### Clock distribution, run 1

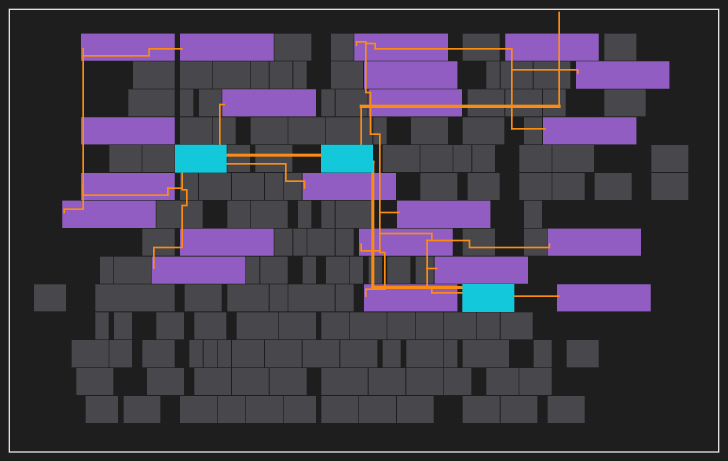
### Sequential cells colored by netlist name, run 1

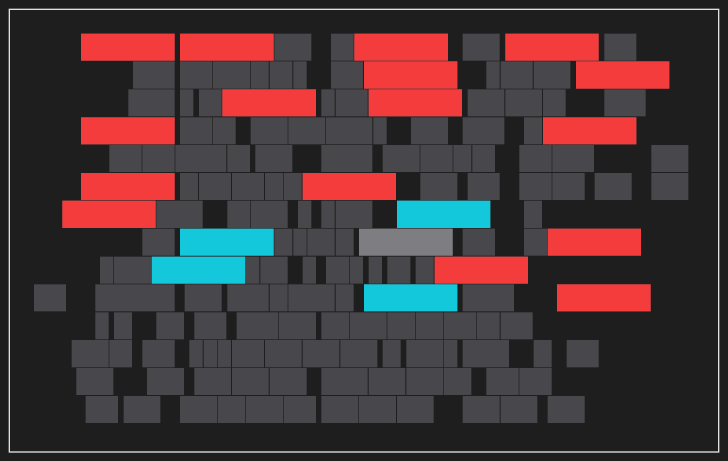
### Port wiring, run 1

Scale bar: 20 um.
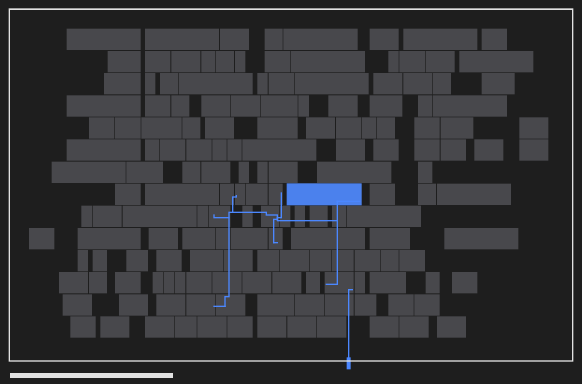
### Routing congestion, run 1

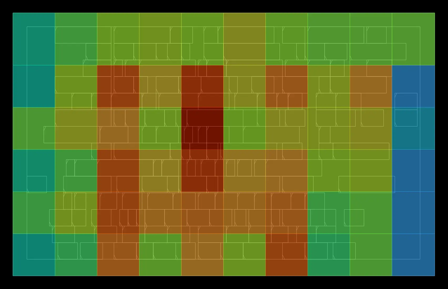
$ cat config.mk
export PLATFORM = sky130hd
export DESIGN_NAME = hazard_stall_ctrl
export DESIGN_NICKNAME = d
export VERILOG_FILES = /design/src/rtl/pipe_ctrl_pkg.sv /design/src/rtl/muldiv_busy_timer.sv /design/src/rtl/hazard_stall_ctrl.sv
export SDC_FILE = /design/constraint.sdc
export NUM_CORES = 1
export LEC_CHECK = 0
export CAP_MARGIN = 20
export CORE_ASPECT_RATIO = 0.6
export CORE_MARGIN = 2
export CORE_UTILIZATION = 46
export CTS_CLUSTER_SIZE = 14
export DETAILED_ROUTE_END_ITERATION = 10
export HOLD_SLACK_MARGIN = 0.03
export PLACE_DENSITY = 0.92
export SYNTH_ARGS = -nofsm -noshare
export SYNTH_HDL_FRONTEND = slang
export SYNTH_SLANG_ARGS = --single-unit
$ cat constraint.sdc
create_clock -name Clk -period 4.7 [get_ports Clk]
set_input_delay 1.41 -clock Clk [delete_from_list [all_inputs] [get_ports Clk]]
set_output_delay 1.41 -clock Clk [all_outputs]
set_load 0.005 [all_outputs]
$ cat src/rtl/pipe_ctrl_pkg.sv
// Shared definitions for the pipeline hazard controller: the Hi/Lo
// occupancy state encoding, the hard-wired zero register and default widths.
package pipe_ctrl_pkg;

    typedef enum logic [0:0] {
        ST_IDLE = 1'b0,
        ST_BUSY = 1'b1
    } md_state_t;

    localparam logic [4:0] REG_ZERO     = 5'd0;
    localparam int         STALL_CNT_W  = 16;
    localparam int         MULDIV_CNT_W = 4;

endpackage

$ cat src/rtl/muldiv_busy_timer.sv
// Tracks how long the Hi/Lo unit stays occupied after a mult/div issues.
// A loadable down-counter drives a two-state IDLE/BUSY machine; busy is
// high for exactly MULDIV_CYCLES cycles following the issuing edge.
module muldiv_busy_timer
    import pipe_ctrl_pkg::*;
#(
    parameter int MULDIV_CYCLES = 4
) (
    input  logic Clk,
    input  logic Rst,
    input  logic start,
    output logic busy
);

    localparam logic [MULDIV_CNT_W-1:0] LOAD_VAL = MULDIV_CNT_W'(MULDIV_CYCLES);
    localparam logic [MULDIV_CNT_W-1:0] ONE      = MULDIV_CNT_W'(1);

    md_state_t                 state;
    md_state_t                 state_nxt;
    logic [MULDIV_CNT_W-1:0]   cnt;
    logic [MULDIV_CNT_W-1:0]   cnt_nxt;

    // State and remaining-cycle registers; reset aborts any running operation.
    always_ff @(posedge Clk or posedge Rst) begin
        if (Rst) begin
            state <= ST_IDLE;
            cnt   <= '0;
        end else begin
            state <= state_nxt;
            cnt   <= cnt_nxt;
        end
    end

    // Next-state logic: load on start, count down while busy, drop at one.
    always_comb begin
        state_nxt = state;
        cnt_nxt   = cnt;
        case (state)
            ST_IDLE: begin
                if (start) begin
                    state_nxt = ST_BUSY;
                    cnt_nxt   = LOAD_VAL;
                end
            end
            ST_BUSY: begin
                if (cnt == ONE) begin
                    state_nxt = ST_IDLE;
                    cnt_nxt   = '0;
                end else begin
                    cnt_nxt = cnt - ONE;
                end
            end
            default: begin
                state_nxt = ST_IDLE;
                cnt_nxt   = '0;
            end
        endcase
    end

    assign busy = (state == ST_BUSY);

endmodule

$ cat src/rtl/hazard_stall_ctrl.sv
// Front-end hazard controller for the five-stage core. Every cycle it picks
// one of redirect (flush IF/ID, bubble DEC/EX), stall (freeze PC and IF/ID,
// bubble DEC/EX) or run. Load-use and Hi/Lo occupancy cause stalls; taken
// branches and jumps in EX cause redirects and win over any stall.
// Stall cycles are counted in a saturating performance counter.
//
// Handshake: there is no valid/ready pair here. PCWriteOut/IfIdWriteOut act
// as the "ready" of the front end: when low, the instruction in ID is held
// and must be presented again next cycle; DecExBubbleOut marks that the
// instruction entering EX this cycle is not valid.
module hazard_stall_ctrl #(
    parameter int MULDIV_CYCLES = 4,
    parameter int STALL_CNT_W   = pipe_ctrl_pkg::STALL_CNT_W
) (
    input  logic                   Clk,
    input  logic                   Rst,
    input  logic [4:0]             IdRsIn,
    input  logic [4:0]             IdRtIn,
    input  logic                   IdUsesRtIn,
    input  logic                   IdHiLoReadIn,
    input  logic                   IdMulDivIn,
    input  logic                   ExMemReadIn,
    input  logic                   ExRegWriteIn,
    input  logic [4:0]             ExRegDstIn,
    input  logic                   ExBranchTakenIn,
    input  logic                   ExJumpIn,
    output logic                   PCWriteOut,
    output logic                   IfIdWriteOut,
    output logic                   IfIdFlushOut,
    output logic                   DecExBubbleOut,
    output logic                   MulDivBusyOut,
    output logic [STALL_CNT_W-1:0] StallCntOut
);

    import pipe_ctrl_pkg::*;

    logic redirect;
    logic load_use;
    logic md_haz;
    logic stall;
    logic md_start;
    logic md_busy;

    logic [STALL_CNT_W-1:0] stall_cnt;

    // Hazard detection; a redirect squashes the ID instruction so its
    // hazards no longer matter.
    always_comb begin
        redirect = ExBranchTakenIn | ExJumpIn;
        load_use = ExMemReadIn & ExRegWriteIn & (ExRegDstIn != REG_ZERO) &
                   ((ExRegDstIn == IdRsIn) | (IdUsesRtIn & (ExRegDstIn == IdRtIn)));
        md_haz   = md_busy & (IdHiLoReadIn | IdMulDivIn);
        stall    = !redirect & (load_use | md_haz);
        // Only a mult/div that actually leaves ID may start the busy timer.
        md_start = IdMulDivIn & !redirect & !stall & !Rst;
    end

    // Pipeline-register controls with priority reset > redirect > stall > run.
    always_comb begin
        PCWriteOut     = 1'b1;
        IfIdWriteOut   = 1'b1;
        IfIdFlushOut   = 1'b0;
        DecExBubbleOut = 1'b0;
        if (Rst) begin
            PCWriteOut     = 1'b0;
            IfIdWriteOut   = 1'b0;
            IfIdFlushOut   = 1'b1;
            DecExBubbleOut = 1'b1;
        end else if (redirect) begin
            IfIdFlushOut   = 1'b1;
            DecExBubbleOut = 1'b1;
        end else if (stall) begin
            PCWriteOut     = 1'b0;
            IfIdWriteOut   = 1'b0;
            DecExBubbleOut = 1'b1;
        end
    end

    muldiv_busy_timer #(
        .MULDIV_CYCLES(MULDIV_CYCLES)
    ) u_muldiv_busy_timer (
        .Clk  (Clk),
        .Rst  (Rst),
        .start(md_start),
        .busy (md_busy)
    );

    // Saturating count of stall cycles; redirect cycles are not stalls.
    always_ff @(posedge Clk or posedge Rst) begin
        if (Rst) begin
            stall_cnt <= '0;
        end else if (stall && (stall_cnt != '1)) begin
            stall_cnt <= stall_cnt + STALL_CNT_W'(1);
        end
    end

    assign MulDivBusyOut = md_busy;
    assign StallCntOut   = stall_cnt;

endmodule

==> flow_summary.ini, run 1 <==
; generated from flow reports
[final_timing]
max_freq_mhz = 218
rsz0062_at_grt = false
timing.final.crit_share_pct = 97.6
timing_hold_violations_final = 0
post-route-worst-setup-slack_ns = 0.111
timing.final.crit_period_ns = 4.59

[placed_design]
post_placement_cell_area_um2 = 1660
gp_congestion = 0.755
place.port_buffers = 44

[critical_path]
critical_path_depth = 7
critPathKind = in2out
start_point_of_the_critical_path = ExRegDstIn[0]
cp_cell_sequence = clkdlybuf4s50_1 -> or3_1 -> o311a_1 -> a21boi_2 -> nor3_1 -> nor2_1 -> dlygate4sd2_1
path_buffers = 2
critical_path_at_ns = 3.18
rrSetupSlack_ns = 2.22
cp_top_family = buffers and inverters
r2r-start = StallCntOut[5]$_DFFE_PP0P_
timing.critical_path.from_type = primary input
cp-end-kind = output pin

[yosys]
fp_nets = 138
sequential_area_share_after_synthesis_pct = 44.9
yosys.cell_types.count = 29
synth-main-ff-cell = sky130_fd_sc_hd__dfrtp_1
synth_area_per_cell_um2 = 10.5
yosys.area_share.simple_pct = 23.6
netlist_area_um2 = 1170
post_synth_xor_area_fraction_pct = 18.7
yosys-top-cells-area = sky130_fd_sc_hd__dfrtp_1 (45%), sky130_fd_sc_hd__xnor2_1 (18%), sky130_fd_sc_hd__nand4_1 (4.3%)
post_synth_mux_area_share_pct = 1.82

[final_layout]
layout.cells.largest_class = logic gates
nMultiInputCombCells = 85
final.signal_buffer_count = 48
final_design_area_no_fill_um2 = 1720
filler_cell_count = 173
final.clkbuf_count = 3
mostFrequentLayoutCell = sky130_fd_sc_hd__clkdlybuf4s50_1
post_route_cells_drive_above_1_share_pct = 9.94
nNetsFinal = 189
clock_buf_inv_share_pct = 2.69
largest_register_ff_count = 16

[drt]
dr_total_vias = 1047
postRouteWirelength_mm = 3.31

[global_route]
first_global_vias = 1005
antenna_violations_before_repair = 0
grt_overflow_total = 0

[pwr]
power_density_nw_per_um2 = 347
swShare_pct = 33.3
internal-power_mw = 0.398
p_seq_share_pct = 45.0
comb_power_share_pct = 35.0
net-switching-power_mw = 0.198

[cts]
clock-sinks = 21
tritoncts = yes
cts-htree-levels = 1
clk_transition_reported_paths_ns = 0.08
quantity_of_hold_fixing_buffers_added_after_cts = 0
post_cts_buffers = 1

[status]
status = finished clean

[floorplan]
tapCellCount = 32
die-width_um = 69.1
core.rowCount = 14
floorplan.core_util_pct = 47.7

[hold_path]
worstHoldStart = u_muldiv_busy_timer.cnt[3]$_DFFE_PP0P_
hold_path_end = u_muldiv_busy_timer.cnt[3]$_DFFE_PP0P_

[job]
tool_warnings = 27
## Picture notes: 'Clock distribution'
[clock wires] orange | length: 259 um
[flip-flops] purple | count: 21
[cells driving clock nets] cyan | count: 3
routed clock nets	4
insertion delay to the later sink of the worst-skew pair: 0.27 ns
power in the clock group: 0.119 mW
Final Skew: 0.00650 ns
Clock Power Share: 20.0%

## Picture notes: 'Sequential cells colored by netlist name'
name in the netlist	color	sequential cells
u_muldiv_busy_timer.cnt	cyan	4
StallCntOut	red	16
not colored	1

## Picture notes: 'Port wiring'
port	color	bits	direction	edge	end cells	buffers	wire
MulDivBusyOut	blue	1	output	south	1	1	63.1 um

## Picture notes: 'Routing congestion'
grt peak-use layer: met2
WL/cell: 17.2 um
fraction of met1 tracks used by global routing: 30.8%
met2 Use GR: 38.3%

==> run 1: per-layer routing <==
| layer | vias to the layer above | share of wire [%] |
|---|---|---|
| met4 | 0 | 0.36 |
| li1 | 492 | - |
| met3 | 2 | 3.9 |
| met1 | 523 | 47 |
| met2 | 30 | 49 |
| met5 | - | 0 |
==> run 1: power by group through the flow <==
| stage | clock (mW) | sequential, mW | combinational (mW) |
|---|---|---|---|
| after global routing | 0.131 | 0.274 | 0.226 |
| after global placement | 0 | 0.266 | 0.190 |
| after floorplan | 0 | 0.263 | 0.103 |
| after detailed placement | 0 | 0.269 | 0.206 |
| final | 0.119 | 0.268 | 0.209 |
| after CTS | 0.121 | 0.267 | 0.209 |
--- run 2 (diff from run 1) ---
- ABC_CLOCK_PERIOD_IN_PS: unset -> 4700
### Port wiring, run 2

Scale bar: 20 um.
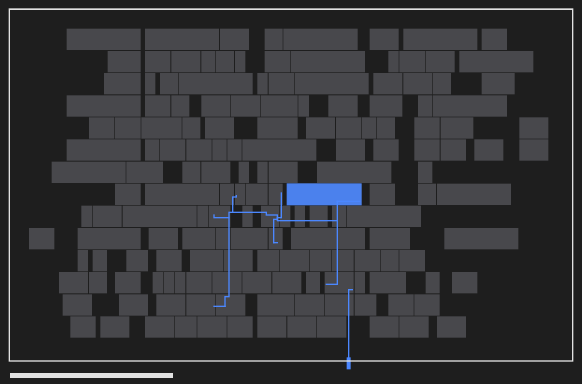
port	color	bits	direction	edge	end cells	buffers	wire
MulDivBusyOut	blue	1	output	south	1	1	63.1 um
Port Buffers: 44
number of placed I/O pins: 45

### Met1 routing, run 2

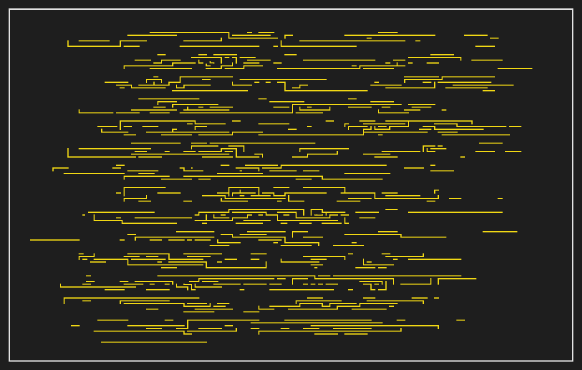
main direction	horizontal
longest straight run	19.3 um
nets with wire on the layer	178
total length of routed wires: 3.31 mm
via count of the routed design: 1047

==> flow_summary.ini, run 2 <==
; generated from flow reports
[final_layout]
post_route_core_utilization_pct = 70.2
filler_cell_count = 173
clock_buf_inv_share_pct = 2.69
mostFrequentLayoutCell = sky130_fd_sc_hd__clkdlybuf4s50_1
nMultiInputCombCells = 85
layout.cells.largest_class = logic gates
final.clkbuf_count = 3
final.signal_buffer_count = 48
largest_register_ff_count = 16
final_design_area_no_fill_um2 = 1720
nNetsFinal = 189
fin_cells = 193

[critical_path]
timing.critical_path.from_type = primary input
cp_top_family = buffers and inverters
start_point_of_the_critical_path = ExRegDstIn[0]
timing.critical_path.fanout_max = 2
cp-end-kind = output pin
critical_path_depth = 7
rrSetupSlack_ns = 2.22
timing.critical_path.slowest_cell_delay_ns = 0.41
critPathKind = in2out
r2r-start = StallCntOut[5]$_DFFE_PP0P_
worstRegToRegCells = 7
path_buffers = 2

[placed_design]
post_placement_cell_area_um2 = 1660
gp_congestion = 0.755

[pwr]
power_in_sequential_cells_mw = 0.268
clock_power_share_pct = 20.0
power_leader = registers
internal-power_mw = 0.398
p_seq_share_pct = 45.0
power_density_nw_per_um2 = 347
combinational_cell_power_mw = 0.209
net-switching-power_mw = 0.198
swShare_pct = 33.3
comb_power_share_pct = 35.0
powerClk_mw = 0.119

[floorplan]
tapCellCount = 32
die-width_um = 69.1
core.rowCount = 14
floorplan_core_area_um2 = 2450
floorplan.core_util_pct = 47.7

[cts]
worst_skew_pair.late_latency_ns = 0.27
tritoncts = yes
cts-htree-levels = 1
clk_transition_reported_paths_ns = 0.08
clock-sinks = 21

[drt]
route.detailed.wl_per_inst_um = 17.2

[final_timing]
final.setup_skew_ns = 0.00650
timing_hold_violations_final = 0
post-route-worst-setup-slack_ns = 0.111
hold-worst-slack_ns = 0.506
max_freq_mhz = 218
timing.final.crit_period_ns = 4.59
rsz0062_at_grt = false
setup_total_negative_slack_ns = 0
timing.final.crit_share_pct = 97.6

[job]
tool_warnings = 27
max_cap_violations = 0

[yosys]
synth_area_leader_cell = sky130_fd_sc_hd__dfrtp_1
netlist_area_um2 = 1170
synth_area_per_cell_um2 = 10.5
most_numerous_cell_in_the_yosys_netlist = sky130_fd_sc_hd__xnor2_1
yosys-top-cells-area = sky130_fd_sc_hd__dfrtp_1 (45%), sky130_fd_sc_hd__xnor2_1 (18%), sky130_fd_sc_hd__nand4_1 (4.3%)
sequential_area_share_after_synthesis_pct = 44.9
synth_flop_count = 21
fp_nets = 138
yosys.cell_types.count = 29

[global_route]
first_global_vias = 1005
grt_overflow_total = 0
antenna_violations_before_repair = 0

[hold_path]
hold_path_end = u_muldiv_busy_timer.cnt[3]$_DFFE_PP0P_

[status]
status = finished clean
run 2: cell counts after synthesis:
Identical to the previous run, type by type.
run 2: cells by family after synthesis:
logic type                 synth area share (%)
xor gates and xnor gates                   18.7
buffers and inverters                      2.57
and+or+nand+nor                            23.6
DFF                                        44.9
muxes                                      1.82
adders and majority gates                  3.21
AOI/OAI and AO/OA                          5.13
run 2: timing repair:
| action | 4_1_cts | 5_1_grt |
|---|---|---|
| pin swaps | 1 | 3 |
| gates resized | 4 | 2 |
| setup endpoints to repair | 3 | 2 |
| setup buffers | 1 | 0 |
| hold buffers | 0 | 0 |
| hold endpoints to repair | 0 | 0 |
run 2: routing by layer:
metal,global-route usage (%),share of wire (%),vias to the layer above
met5,0,0,-
met4,3.53,0.36,0
met2,38.3,49,30
li1,-,-,492
met1,30.8,47,523
met3,4.99,3.9,2
### Sequential cells colored by netlist name, run 2

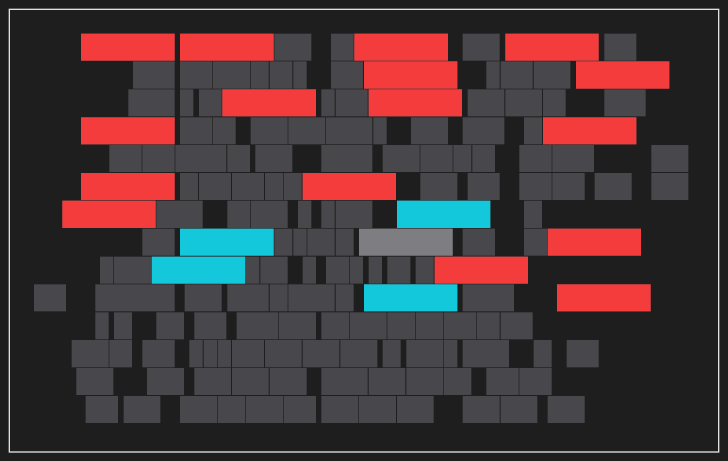

--- run 3 (diff from run 2) ---
- ABC_CLOCK_PERIOD_IN_PS: 4700 -> 4600
- CORE_ASPECT_RATIO: 0.6 -> 1.75
- CORE_UTILIZATION: 46 -> 45
- CTS_BUF_LIST: unset -> sky130_fd_sc_hd__clkbuf_8
- PLACE_DENSITY: 0.92 -> 0.91
- clock period: 4.7 -> 4.6 ns (I/O delays scaled with it)
### Sequential cells colored by netlist name, run 3

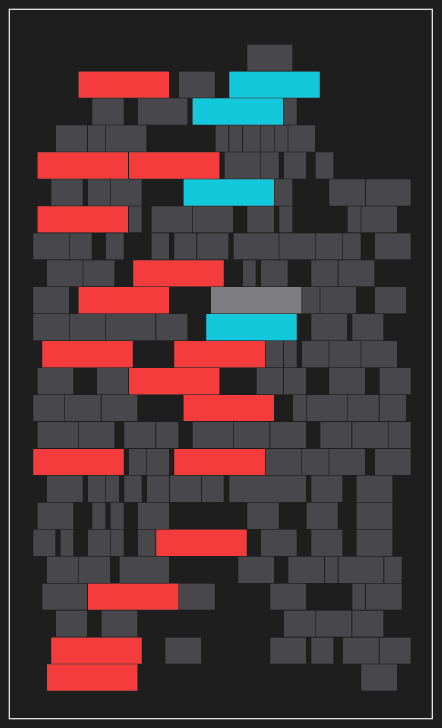
name in the netlist	color	sequential cells
StallCntOut	red	16
u_muldiv_busy_timer.cnt	cyan	4
Storage cell area: 526 um^2
post-route core utilization: 68.9%

==> flow_summary.ini, run 3 <==
; generated from flow reports
[status]
status = finished clean

[global_route]
antenna_violations_before_repair = 0
grt_overflow_total = 0
first_global_vias = 1140
met2_usage_pct = 39.7
grt_use_met3_pct = 2.77

[drt]
routedLengthMet1_mm = 1.08
detailroute.wirelength.met2_mm = 1.59
top_layer_used = met4
route.detailed.wl_per_inst_um = 15.7
met3RoutedLength_um = 220

[final_layout]
final.signal_buffer_count = 49
n_antenna_cell = 0
fin_cells = 188
final_design_area_no_fill_um2 = 1720
filler_cell_count = 194
layout.cells.largest_class = logic gates
mostFrequentLayoutCell = sky130_fd_sc_hd__clkdlybuf4s50_1
post_route_cells_drive_above_1_share_pct = 10.5
largest_register_ff_count = 16
nMultiInputCombCells = 85
final.clkbuf_count = 3
clock_buf_inv_share_pct = 2.69

[job]
max_cap_violations = 0
tool_warnings = 27

[pwr]
power_density_nw_per_um2 = 353
power_total_mw = 0.606

[critical_path]
worstPathRequired_ns = 3.22
r2r-start = StallCntOut[5]$_DFFE_PP0P_
critPathKind = in2out
timing.critical_path.from_type = primary input
timing.critical_path.slowest_cell_delay_ns = 0.43
setup.worst_path.end = PCWriteOut
critical_path_at_ns = 3.15
cp_cell_sequence = clkdlybuf4s50_1 -> or3_1 -> o311a_1 -> a21boi_2 -> nor3_1 -> nor2_1 -> dlygate4sd2_1
worstRegToRegCells = 7
start_point_of_the_critical_path = ExRegDstIn[0]
timing.critical_path.fanout_max = 2
rrSetupSlack_ns = 2.30

[yosys]
synth_area_per_cell_um2 = 10.5
synth-main-ff-cell = sky130_fd_sc_hd__dfrtp_1
aoi_share_pct = 5.13
topCombFamilyByArea = simple AND/OR/NAND/NOR gates
sequential_area_share_after_synthesis_pct = 44.9
synth_area_leader_cell = sky130_fd_sc_hd__dfrtp_1
yosys.area_share.simple_pct = 23.6
most_numerous_cell_in_the_yosys_netlist = sky130_fd_sc_hd__xnor2_1
synth_adder_area_share_pct = 3.21
fp_nets = 138
yosys-top-cells-area = sky130_fd_sc_hd__dfrtp_1 (45%), sky130_fd_sc_hd__xnor2_1 (18%), sky130_fd_sc_hd__nand4_1 (4.3%)
post_synth_xor_area_fraction_pct = 18.7
netlist_area_um2 = 1170
synth-cells-yosys = 111
synth_flop_count = 21

[cts]
quantity_of_hold_fixing_buffers_added_after_cts = 0
clk_transition_reported_paths_ns = 0.07
clock-sinks = 21
tritoncts = yes
worst_skew_pair.late_latency_ns = 0.26
cts_resized = 5
cts-htree-levels = 1
post_cts_buffers = 1

[final_timing]
timing_hold_violations_final = 0
timing.final.crit_period_ns = 4.53
max_freq_mhz = 221
rsz0062_at_grt = false

[hold_path]
hold_path_end = u_muldiv_busy_timer.cnt[3]$_DFFE_PP0P_
worstHoldStart = u_muldiv_busy_timer.cnt[3]$_DFFE_PP0P_

[floorplan]
tapCellCount = 26
num_io_pins = 45
floorplan_core_area_um2 = 2490
die-width_um = 42.5

[placed_design]
place.port_buffers = 44
gp_congestion = 0.807
post_placement_cell_area_um2 = 1650
### Met1 routing, run 3

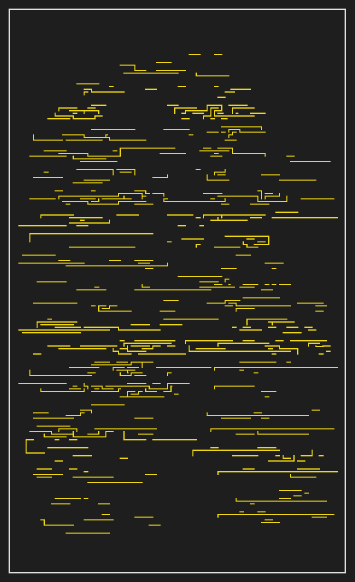
nets with wire on the layer	158
share of all routed wire	37%
fraction of met1 tracks used by global routing: 23.4%
total length of routed wires: 2.95 mm
via count of the routed design: 1054

[run 3: cell counts after synthesis]
Identical to the previous run, type by type.
[run 3: critical path, delay by kind of cell]
kind,cells,cell delay (ns)
AOI/OAI and AO/OA,2,0.50
buffers and inverters,2,0.68
and+or+nand+nor,3,0.59
[run 3: stage by stage]
| stage | utilization, % | hold slack, ns | setup TNS [ns] |
|---|---|---|---|
| floorplan | - | 0.443 | 0 |
| global placement | 66.4 | 0.458 | -0.303 |
| detailed placement | 66.4 | 0.481 | -0.502 |
| CTS | 68.8 | 0.495 | 0 |
| global route | 68.9 | 0.513 | 0 |
| finish | 68.9 | 0.493 | 0 |
[run 3: power breakdown]
part | switching, mW | internal [mW]
sequential | 0.0495 | 0.224
combinational | 0.0855 | 0.125
clock | 0.0603 | 0.0604
total | 0.195 | 0.410
Power figures rest on the tool's default switching activity, not on a simulated workload.
